## config.mk

```make
export PLATFORM = sky130hd
export DESIGN_NAME = alu_seq
export DESIGN_NICKNAME = d
export VERILOG_FILES = /design/src/rtl/alu_seq.sv
export SDC_FILE = /design/constraint.sdc
export NUM_CORES = 1
export LEC_CHECK = 0
export ABC_AREA = 1
export CAP_MARGIN = 20
export CORE_ASPECT_RATIO = 0.75
export CORE_MARGIN = 4
export CORE_UTILIZATION = 50
export CTS_CLUSTER_SIZE = 25
export DETAILED_ROUTE_END_ITERATION = 16
export GPL_TIMING_DRIVEN = 0
export PLACE_DENSITY = 0.69
export REMOVE_ABC_BUFFERS = 1
export SETUP_SLACK_MARGIN = 0.02
export SLEW_MARGIN = 5
export SYNTH_ARGS = -nofsm -noshare
export SYNTH_HDL_FRONTEND = slang
export SYNTH_SLANG_ARGS = --single-unit
export TNS_END_PERCENT = 20
```

## constraint.sdc

```tcl
create_clock -name clk -period 3.2 [get_ports clk]
set_clock_uncertainty 0.2 [all_clocks]
set_input_delay 0.64 -clock clk [delete_from_list [all_inputs] [get_ports clk]]
set_output_delay 0.64 -clock clk [all_outputs]
set_load 0.02 [all_outputs]
```

## src/rtl/alu_seq.sv

```systemverilog
// ---------------------------------------------------------------------------
// alu_seq - clocked N-bit ALU with registered result/flags, a multi-cycle
// shift-add multiplier and valid/ready handshakes on input and output.
//
// Ports:
//   clk        rising-edge clock
//   rst_n      asynchronous active-low reset
//   in_valid   A/B/op are valid this cycle
//   in_ready   block can accept an operation this cycle
//   A, B       N-bit operands
//   op         0 ADD, 1 SUB, 2 AND, 3 OR, 4 XOR, 5 SHL, 6 SHR, 7 MUL
//   out_valid  ALU_out and flags are valid
//   out_ready  downstream accepts the result
//   ALU_out    N-bit result
//   carry      carry / borrow / last shifted-out bit / product overflow
//   ovf        signed overflow (ADD/SUB only)
//   zero       ALU_out == 0
// ---------------------------------------------------------------------------
module alu_seq #(
    parameter int N = 8
) (
    input  logic         clk,
    input  logic         rst_n,
    input  logic         in_valid,
    output logic         in_ready,
    input  logic [N-1:0] A,
    input  logic [N-1:0] B,
    input  logic [2:0]   op,
    output logic         out_valid,
    input  logic         out_ready,
    output logic [N-1:0] ALU_out,
    output logic         carry,
    output logic         ovf,
    output logic         zero
);

    localparam int SHW = $clog2(N);
    localparam logic [SHW-1:0] LAST_COUNT = SHW'(N - 1);

    localparam logic [2:0] OP_ADD = 3'd0;
    localparam logic [2:0] OP_SUB = 3'd1;
    localparam logic [2:0] OP_AND = 3'd2;
    localparam logic [2:0] OP_OR  = 3'd3;
    localparam logic [2:0] OP_XOR = 3'd4;
    localparam logic [2:0] OP_SHL = 3'd5;
    localparam logic [2:0] OP_SHR = 3'd6;
    localparam logic [2:0] OP_MUL = 3'd7;

    typedef enum logic [1:0] {IDLE, MUL, HOLD} state_t;

    state_t           state;
    state_t           next_state;
    logic             accept;

    logic [N:0]       sum;
    logic [N:0]       diff;
    logic [N:0]       shl_tmp;
    logic [N:0]       shr_tmp;
    logic [SHW-1:0]   shamt;

    logic [N-1:0]     alu_res;
    logic             alu_carry;
    logic             alu_ovf;

    logic [2*N-1:0]   mul_acc;
    logic [2*N-1:0]   mul_mcand;
    logic [N-1:0]     mul_mplier;
    logic [SHW-1:0]   mul_count;
    logic [2*N-1:0]   mul_sum;
    logic             mul_last;

    assign accept = in_valid && in_ready;

    // Extra top bit on sum/diff gives carry-out and borrow directly. The
    // shifts use one guard bit so the last bit shifted out lands in it; with
    // a zero shift amount the guard bit stays 0.
    assign shamt   = B[SHW-1:0];
    assign sum     = {1'b0, A} + {1'b0, B};
    assign diff    = {1'b0, A} - {1'b0, B};
    assign shl_tmp = {1'b0, A} << shamt;
    assign shr_tmp = {A, 1'b0} >> shamt;

    assign mul_sum  = mul_acc + (mul_mplier[0] ? mul_mcand : '0);
    assign mul_last = (mul_count == LAST_COUNT);

    // Single-cycle operation result, computed straight from the input ports
    // so it can be registered on the accept edge.
    always_comb begin
        alu_res   = '0;
        alu_carry = 1'b0;
        alu_ovf   = 1'b0;
        case (op)
            OP_ADD: begin
                alu_res   = sum[N-1:0];
                alu_carry = sum[N];
                alu_ovf   = (A[N-1] == B[N-1]) && (sum[N-1] != A[N-1]);
            end
            OP_SUB: begin
                alu_res   = diff[N-1:0];
                alu_carry = diff[N];
                alu_ovf   = (A[N-1] != B[N-1]) && (diff[N-1] != A[N-1]);
            end
            OP_AND: alu_res = A & B;
            OP_OR:  alu_res = A | B;
            OP_XOR: alu_res = A ^ B;
            OP_SHL: begin
                alu_res   = shl_tmp[N-1:0];
                alu_carry = shl_tmp[N];
            end
            OP_SHR: begin
                alu_res   = shr_tmp[N:1];
                alu_carry = shr_tmp[0];
            end
            default: ;
        endcase
    end

    // State register.
    always_ff @(posedge clk or negedge rst_n) begin
        if (!rst_n) begin
            state <= IDLE;
        end else begin
            state <= next_state;
        end
    end

    // Next-state logic. HOLD behaves like IDLE when a new op is accepted in
    // the same cycle the current result is taken, which removes the bubble.
    always_comb begin
        next_state = state;
        case (state)
            IDLE, HOLD: begin
                if (accept) begin
                    next_state = (op == OP_MUL) ? MUL : HOLD;
                end else if (state == HOLD && out_ready) begin
                    next_state = IDLE;
                end
            end
            MUL: begin
                if (mul_last) begin
                    next_state = HOLD;
                end
            end
            default: next_state = IDLE;
        endcase
    end

    // Handshake outputs.
    always_comb begin
        out_valid = (state == HOLD);
        in_ready  = (state == IDLE) || ((state == HOLD) && out_ready);
    end

    // Datapath: result/flag registers and the shift-add multiplier. The
    // multiplier consumes one multiplier bit per cycle for N cycles; the final
    // partial sum is loaded into the outputs on the same edge as the last step.
    always_ff @(posedge clk or negedge rst_n) begin
        if (!rst_n) begin
            ALU_out    <= '0;
            carry      <= 1'b0;
            ovf        <= 1'b0;
            zero       <= 1'b0;
            mul_acc    <= '0;
            mul_mcand  <= '0;
            mul_mplier <= '0;
            mul_count  <= '0;
        end else if (accept) begin
            if (op == OP_MUL) begin
                mul_acc    <= '0;
                mul_mcand  <= {{N{1'b0}}, A};
                mul_mplier <= B;
                mul_count  <= '0;
            end else begin
                ALU_out <= alu_res;
                carry   <= alu_carry;
                ovf     <= alu_ovf;
                zero    <= (alu_res == '0);
            end
        end else if (state == MUL) begin
            mul_acc    <= mul_sum;
            mul_mcand  <= mul_mcand << 1;
            mul_mplier <= mul_mplier >> 1;
            mul_count  <= mul_count + SHW'(1);
            if (mul_last) begin
                ALU_out <= mul_sum[N-1:0];
                carry   <= |mul_sum[2*N-1:N];
                ovf     <= 1'b0;
                zero    <= (mul_sum[N-1:0] == '0);
            end
        end
    end

endmodule

```

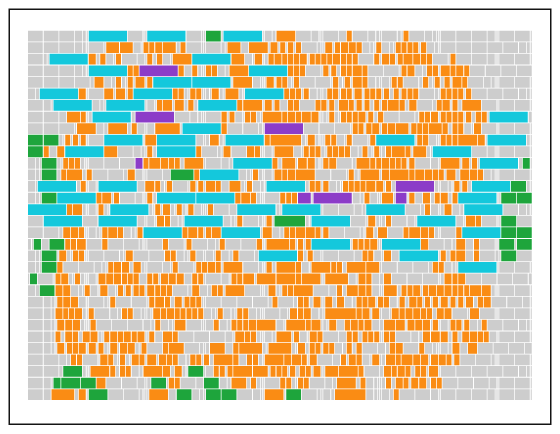
*Cell classes on the final placement, run 1*
Fill, decap, tap and diode cells in grey.
| colour | class | cells | share of their area |
|---|---|---|---|
| orange | combinational and other logic | 758 | 66% |
| green | other buffers and delay cells | 37 | 6.5% |
| cyan | flops | 56 | 25% |
| purple | clock drivers and dummy loads | 8 | 2.6% |

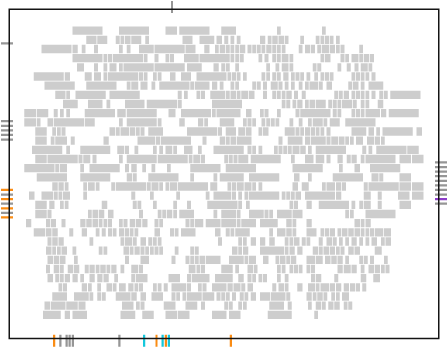
*Pin placement, run 1*
Pins as bars across the die edge, other pins in grey.
| colour | port | pins | direction | edge |
|---|---|---|---|---|
| orange | B | 8 | input | 4 west, 4 south |
| cyan | op | 3 | input | south |
| purple | zero | 1 | output | east |
all pins by edge: 13 west, 12 south, 10 east, 1 north

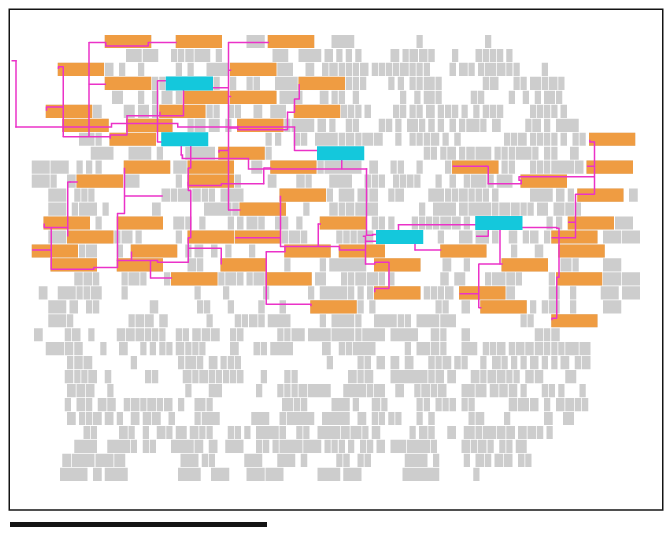
*Routed clock nets over the placement, run 1*
Bar = 50 um.
[orange] flip-flops | count: 56
[magenta] clock wires | length: 729 um
[cyan] clock drivers | count: 5
routed clock nets: 6

==> run 1: what timing repair did <==
action	CTS	global route
gates cloned	0	0
endpoints found under the hold margin	0	0
gates resized	5	14
setup endpoints to repair	6	5
==> run 1: state kept, by name, indices dropped and copies added (netlist names) <==
name and cells:
ALU_out 8, carry 1, mul_acc 16, mul_count 3, mul_mcand 16, mul_mplier 8, ovf 1, state 2
zero 1
==> run 1: cells by family (layout without fill, tap and decap cells) <==
kind of cell | after synthesis | count (layout) | synth area share
XOR/XNOR | 9 | 9 | 0.0148
AND-OR/OR-AND | 100 | 100 | 0.110
buffers and inverters | 152 | 170 | 0.118
adder cells (fa/ha/maj) | 45 | 45 | 0.110
AND/OR/NAND/NOR | 479 | 479 | 0.382
flip-flops | 56 | 56 | 0.264
==> flow_summary.ini, run 1 <==
; implementation run metrics
[status]
outcome = completed

[floorplanning]
placement_rows = 32
die_h_um = 97.3
design.portCount = 36
design.core.area_sq_um = 10300
num_tap_cells = 136
chip_area_sq_um = 12400

[pwr]
power_density_nw_per_um2 = 628
largestPowerGroup = combinational cells
netSwitchingPower_mw = 1.69
clockNetworkPower_mw = 0.561
vdd_drop_max_v = 0.000355
internal_power_mw = 2.00
p_leak_nw = 3.18
p_comb_frac = 0.536
power.clock.fraction = 0.152
p_sw_frac = 0.458

[final_timing]
timing.final.ws_setup_ps = 229
setup-violations-final = 0
slew_violations = 0
worst_hold_slack_ps = 81.2
max_clock_freq_ghz = 0.337
rsz_0062_raised_after_global_routing = no
max_slew.worst_pin.slew_ps = 944
totalNegativeSetupSlack_ps = 0

[cts]
tritoncts_num_sinks = 56
cts_hold_repair.buffers = 0
post_cts_setup_buffers = 0
clkSlewWorstSetupHoldPaths_ps = 80
cts_root_buf = sky130_fd_sc_hd__clkbuf_16
cts-buffers-inserted = 5

[worst_setup_path]
regToRegEndpoint = carry$_DFFE_PN0P_
worst_path_largest_cell_delay_ps = 590
critPathCapture = carry$_DFFE_PN0P_
worst-endpoint-arrival_ps = 2950
critical_path.startpoint = mul_mplier[0]$_DFFE_PN0P_
regToRegStartpoint = mul_mplier[0]$_DFFE_PN0P_
worstPathBufferInverterCount = 1
critical_path_cell_by_cell = nand2_1, inv_1, ha_1, fa_1, nand2_1, nand3_1, nand2_1, nand2_1, nand2_1, nand2_1, nor2_1, nand3_1, nand2_1, a21oi_1
cp_data_required_time_ps = 3180

[finish]
comb_share = 0.563
nNonClkBuffers = 37
finish.net_count = 926
inverters_excl_clock = 125
clock_buffer_count = 5
layout.cells.non_filler = 995
final_layout_top_logic_cells = sky130_fd_sc_hd__nand2_1 (269), sky130_fd_sc_hd__inv_1 (113), sky130_fd_sc_hd__nand3_1 (93), sky130_fd_sc_hd__nor2_1 (76), sky130_fd_sc_hd__dfrtp_1 (56)
regArea_sq_um = 1400
dominant_cells = logic gates
finished_core_util = 0.568
area.combinational_sq_um = 3300
synthToLayoutAreaGrowth_pct = 10.5
n_antenna_cell = 0

[logic_synthesis]
ys_async_sr_fraction = 1.00
synthDominantCellAreaShare = 0.264
synthTopCellsByCount = sky130_fd_sc_hd__nand2_1 (269), sky130_fd_sc_hd__inv_1 (114), sky130_fd_sc_hd__nand3_1 (94), sky130_fd_sc_hd__nor2_1 (77), sky130_fd_sc_hd__dfrtp_1 (56)
synth-seq-cells = 56
synthesis.instances = 841
synth_sequential_area_ratio = 0.264
yosys_area_sq_um = 5310
netlist.top_cell.by_instances = sky130_fd_sc_hd__nand2_1

[grt]
grt_most_used_layer = met1
met2_usage = 0.337
met1_track_demand_over_resource_in_global_routing = 0.416
grt_overflow = 0
groute.layer.met3.usage = 0.0747

[detailed_routing]
post_drt_via_cell_ratio = 5.62
wl_met3_mm = 1.86
sum_of_routed_wire_length_over_all_layers_mm = 15.8
initialDrtViolationCount = 533
highest-signal-layer = met4
drt_drc_violations_left = 0
firstDrtPassIters = 5

[placement]
post_dp_cell_area_sq_um = 5710

[job]
warnings = 42
## Run 2: what changed since run 1
--- a/config.mk
+++ b/config.mk
@@ -6,7 +6,6 @@
 export NUM_CORES = 1
 export LEC_CHECK = 0
 export ABC_AREA = 1
-export CAP_MARGIN = 20
 export CORE_ASPECT_RATIO = 0.75
 export CORE_MARGIN = 4
 export CORE_UTILIZATION = 50
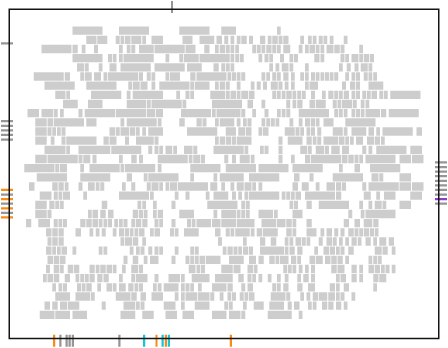
*Pin placement, run 2*
Pins as bars across the die edge, other pins in grey.
| colour | port | pins | direction | edge |
|---|---|---|---|---|
| cyan | op | 3 | input | south |
| orange | B | 8 | input | 4 west, 4 south |
| purple | zero | 1 | output | east |

==> run 2 against run 1 <==
Sequential share of layout area about the same. Synthesized cell count unchanged. Final cell count unchanged. Critical path type is now primary input to flip-flop. Worst hold slack gained 1.5 ps. Maximum frequency fell by 1.2%. Power decreased by 0.12%.
==> flow_summary.ini, run 2 <==
; implementation run metrics
[status]
outcome = completed

[final_timing]
worst_hold_slack_ps = 82.7
timing.final.ws_setup_ps = 193
max_slew.worst_pin.slew_ps = 942
max_clock_freq_ghz = 0.333
totalNegativeSetupSlack_ps = 0
setup-violations-final = 0
rsz_0062_raised_after_global_routing = no
slew_violations = 0

[finish]
final_layout_top_logic_cells = sky130_fd_sc_hd__nand2_1 (269), sky130_fd_sc_hd__inv_1 (113), sky130_fd_sc_hd__nand3_1 (93), sky130_fd_sc_hd__nor2_1 (76), sky130_fd_sc_hd__dfrtp_1 (55)
area.combinational_sq_um = 3300
inverters_excl_clock = 125
largestRegisters = mul_acc x16, mul_mcand x16
synthToLayoutAreaGrowth_pct = 10.6
regArea_sq_um = 1400
n_antenna_cell = 0
finish.net_count = 926
dominant_cells = logic gates
most_frequent_standard_cell_in_the_layout_excluding_fill_and_tap_cells = sky130_fd_sc_hd__nand2_1
comb_share = 0.563
finished_core_util = 0.568
nNonClkBuffers = 37
clock_buffer_count = 5

[logic_synthesis]
synthFlopType = sky130_fd_sc_hd__dfrtp_1
post_synth_main_logic_family = simple AND/OR/NAND/NOR gates
synthesis.instances = 841
ys_sh_aoi = 0.110
ys_async_sr_fraction = 1.00
yosys_area_sq_um = 5310
synth_sequential_area_ratio = 0.264
synthDominantCellAreaShare = 0.264
synth-seq-cells = 56
simple_gate_area_frac = 0.382
muxShareOfSynthArea = 0
netlist.top_cell.by_instances = sky130_fd_sc_hd__nand2_1
synthTopCellsByCount = sky130_fd_sc_hd__nand2_1 (269), sky130_fd_sc_hd__inv_1 (114), sky130_fd_sc_hd__nand3_1 (94), sky130_fd_sc_hd__nor2_1 (77), sky130_fd_sc_hd__dfrtp_1 (56)

[detailed_routing]
firstDrtPassIters = 6
sum_of_routed_wire_length_over_all_layers_mm = 15.7
wl_met3_mm = 1.62
highest-signal-layer = met4
post_drt_via_cell_ratio = 5.55
met2_wirelength_mm = 6.05
drt_drc_violations_left = 0
initialDrtViolationCount = 499

[pwr]
p_leak_nw = 3.18
power_density_nw_per_um2 = 627
power.clock.fraction = 0.152
netSwitchingPower_mw = 1.68
internal_power_mw = 2.00
largestPowerGroup = combinational cells
p_comb_frac = 0.534
report.power.total_mw = 3.68
vdd_drop_max_v = 0.000314
p_sw_frac = 0.457
clockNetworkPower_mw = 0.560
power_frac_seq = 0.314

[worst_setup_path]
regToRegStartpoint = mul_mplier[0]$_DFFE_PN0P_
cp_data_required_time_ps = 3190
path_max_fanout = 9
critPathCapture = ALU_out[7]$_DFFE_PN0P_
regToRegEndpoint = carry$_DFFE_PN0P_
worstPathBufferInverterCount = 3
critical_path.startpoint = A[4]
worst-endpoint-arrival_ps = 3000
critical_path_cell_by_cell = clkdlybuf4s50_1, inv_1, ha_1, inv_1, nand2_1, nand2_1, a21oi_1, nand2_1, nand2_1, nand3_1, a21oi_2, o21ai_1, nand2_1, nand2_1
critical_path_depth = 14
worst_path_largest_cell_delay_ps = 650

[cts]
post_cts_setup_buffers = 0
cts-buffers-inserted = 5
tritoncts_num_sinks = 56
cts_root_buf = sky130_fd_sc_hd__clkbuf_16
cts_resized = 5

[job]
warnings = 42

[grt]
grt_most_used_layer = met1
met2_usage = 0.329
grt_overflow = 0
groute.layer.met3.usage = 0.0791
met1_track_demand_over_resource_in_global_routing = 0.413

[placement]
post_dp_cell_area_sq_um = 5710
dpl_worst_slack_ps = -596

[floorplanning]
chip_area_sq_um = 12400
design.portCount = 36
die_h_um = 97.3
num_tap_cells = 136
design.core.area_sq_um = 10300
placement_rows = 32
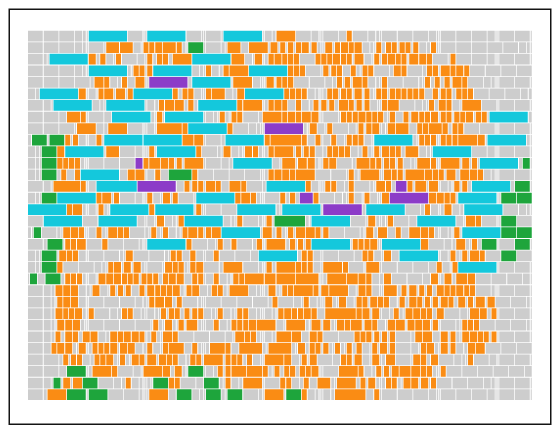
*Cell classes on the final placement, run 2*
Fill, decap, tap and diode cells in grey.
| colour | class | cells | share of their area |
|---|---|---|---|
| purple | clock drivers and dummy loads | 8 | 2.6% |
| orange | combinational and other logic | 758 | 66% |
| green | other buffers and delay cells | 37 | 6.5% |
| cyan | flops | 56 | 25% |

==> run 2: cell counts after synthesis <==
No cell type changed its count.
==> run 2: how the worst min path moves through the flow <==
| stage | to | slack (ps) | cells after the start |
|---|---|---|---|
| 2_1_floorplan | ALU_out[0]$_DFFE_PN0P_ | 140 | 0 |
| 3_3_place_gp | mul_mplier[7]$_DFFE_PN0P_ | 270 | 2 |
| 3_5_place_dp | ALU_out[7]$_DFFE_PN0P_ | 280 | 2 |
| 4_1_cts | mul_acc[6]$_DFFE_PN0P_ | 90 | 1 |
| 5_1_grt | mul_acc[5]$_DFFE_PN0P_ | 130 | 1 |
| 6_report | mul_acc[5]$_DFFE_PN0P_ | 80 | 1 |
## Run 3: what changed since run 2
--- a/config.mk
+++ b/config.mk
@@ -9,6 +9,7 @@
 export CORE_ASPECT_RATIO = 0.75
 export CORE_MARGIN = 4
 export CORE_UTILIZATION = 50
+export CTS_CLUSTER_DIAMETER = 200
 export CTS_CLUSTER_SIZE = 25
 export DETAILED_ROUTE_END_ITERATION = 16
 export GPL_TIMING_DRIVEN = 0
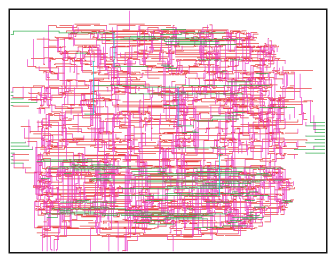
*Metal layers overlaid, run 3*
| colour | layer | wire length |
|---|---|---|
| red | metal 1 | 7,950 um |
| magenta | metal 2 | 6,050 um |
| cyan | metal 4 | 66.6 um |
| green | metal 3 | 1,620 um |

==> run 3 against run 2 <==
Count of clock-buffer cells in the layout stayed put. Utilization unchanged. Combinational power barely moved. First-iteration DRC count is the same. Critical endpoint unchanged. Clock power about the same. Largest cell class unchanged. Sequential power is essentially flat.
==> flow_summary.ini, run 3 <==
; implementation run metrics
[worst_setup_path]
path_max_fanout = 9
regToRegEndpoint = carry$_DFFE_PN0P_
regToRegStartpoint = mul_mplier[0]$_DFFE_PN0P_
worst-endpoint-arrival_ps = 3000
critical_path_cell_by_cell = clkdlybuf4s50_1, inv_1, ha_1, inv_1, nand2_1, nand2_1, a21oi_1, nand2_1, nand2_1, nand3_1, a21oi_2, o21ai_1, nand2_1, nand2_1
worstPathBufferInverterCount = 3
worst_path_largest_cell_delay_ps = 650

[finish]
n_antenna_cell = 0
largestRegisters = mul_acc x16, mul_mcand x16
layout.cells.non_filler = 995
final_layout_top_logic_cells = sky130_fd_sc_hd__nand2_1 (269), sky130_fd_sc_hd__inv_1 (113), sky130_fd_sc_hd__nand3_1 (93), sky130_fd_sc_hd__nor2_1 (76), sky130_fd_sc_hd__dfrtp_1 (55)
finish.net_count = 926

[final_timing]
slew_violations = 0
timing.final.ws_setup_ps = 193
rsz_0062_raised_after_global_routing = no
totalNegativeSetupSlack_ps = 0

[detailed_routing]
met2_wirelength_mm = 6.05
firstDrtPassIters = 6
initialDrtViolationCount = 499
post_drt_via_cell_ratio = 5.55
sum_of_routed_wire_length_over_all_layers_mm = 15.7

[logic_synthesis]
synthesis.instances = 841
synth-seq-cells = 56
post_synth_main_logic_family = simple AND/OR/NAND/NOR gates
ys_sh_aoi = 0.110
synth.cellmix.adderShare = 0.110
synth_sequential_area_ratio = 0.264
synthDominantCellAreaShare = 0.264
muxShareOfSynthArea = 0
synth_xor_xnor_area_share = 0.0148

[pwr]
report.power.total_mw = 3.68
power_frac_seq = 0.314
p_sw_frac = 0.457
p_comb_frac = 0.534
vdd_drop_max_v = 0.000314

[cts]
post_cts_setup_buffers = 0
cts-buffers-inserted = 5
tritoncts_num_sinks = 56

[placement]
dpl_worst_slack_ps = -596
post_dp_cell_area_sq_um = 5710

[job]
warnings = 42

[grt]
grt_overflow = 0

[status]
outcome = completed

[floorplanning]
die_h_um = 97.3
design.core.area_sq_um = 10300
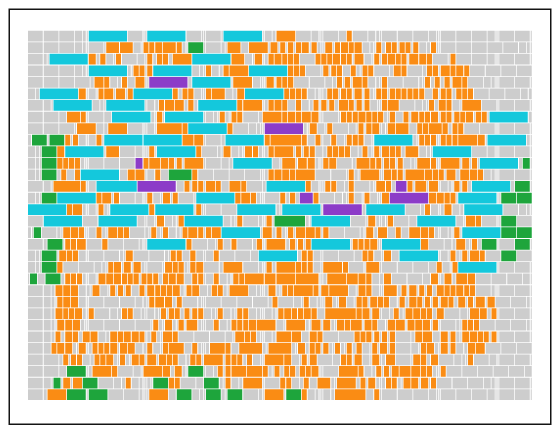
*Cell classes on the final placement, run 3*
Fill, decap, tap and diode cells in grey.
| colour | class | cells | share of their area |
|---|---|---|---|
| purple | clock drivers and dummy loads | 8 | 2.6% |
| orange | combinational and other logic | 758 | 66% |
| green | other buffers and delay cells | 37 | 6.5% |
| cyan | flops | 56 | 25% |

-- run 3: cell type report --
class | instances | area [sq um] | share of cell area
clock buffer | 5 | 125 | 0.0213
clock inverter | 3 | 21.3 | 0.00362
inverter | 125 | 475 | 0.0810
multi-input combinational | 633 | 3300 | 0.563
sequential | 56 | 1400 | 0.239
tap | 136 | 170 | 0.0290
timing repair buffer | 37 | 373 | 0.0635
-- run 3: repair_timing --
action / 4_1_cts / 5_1_grt
gates resized: 5 / 14
hold buffers: 0 / 0
setup endpoints to repair: 6 / 6
-- run 3: layer usage --
metal,up-vias,global-route usage
li1,2735,-
met1,2550,0.413
met2,227,0.329
met3,9,0.0791
met4,0,0.0223
met5,-,0
Power figures rest on the tool's default switching activity, not on a simulated workload.
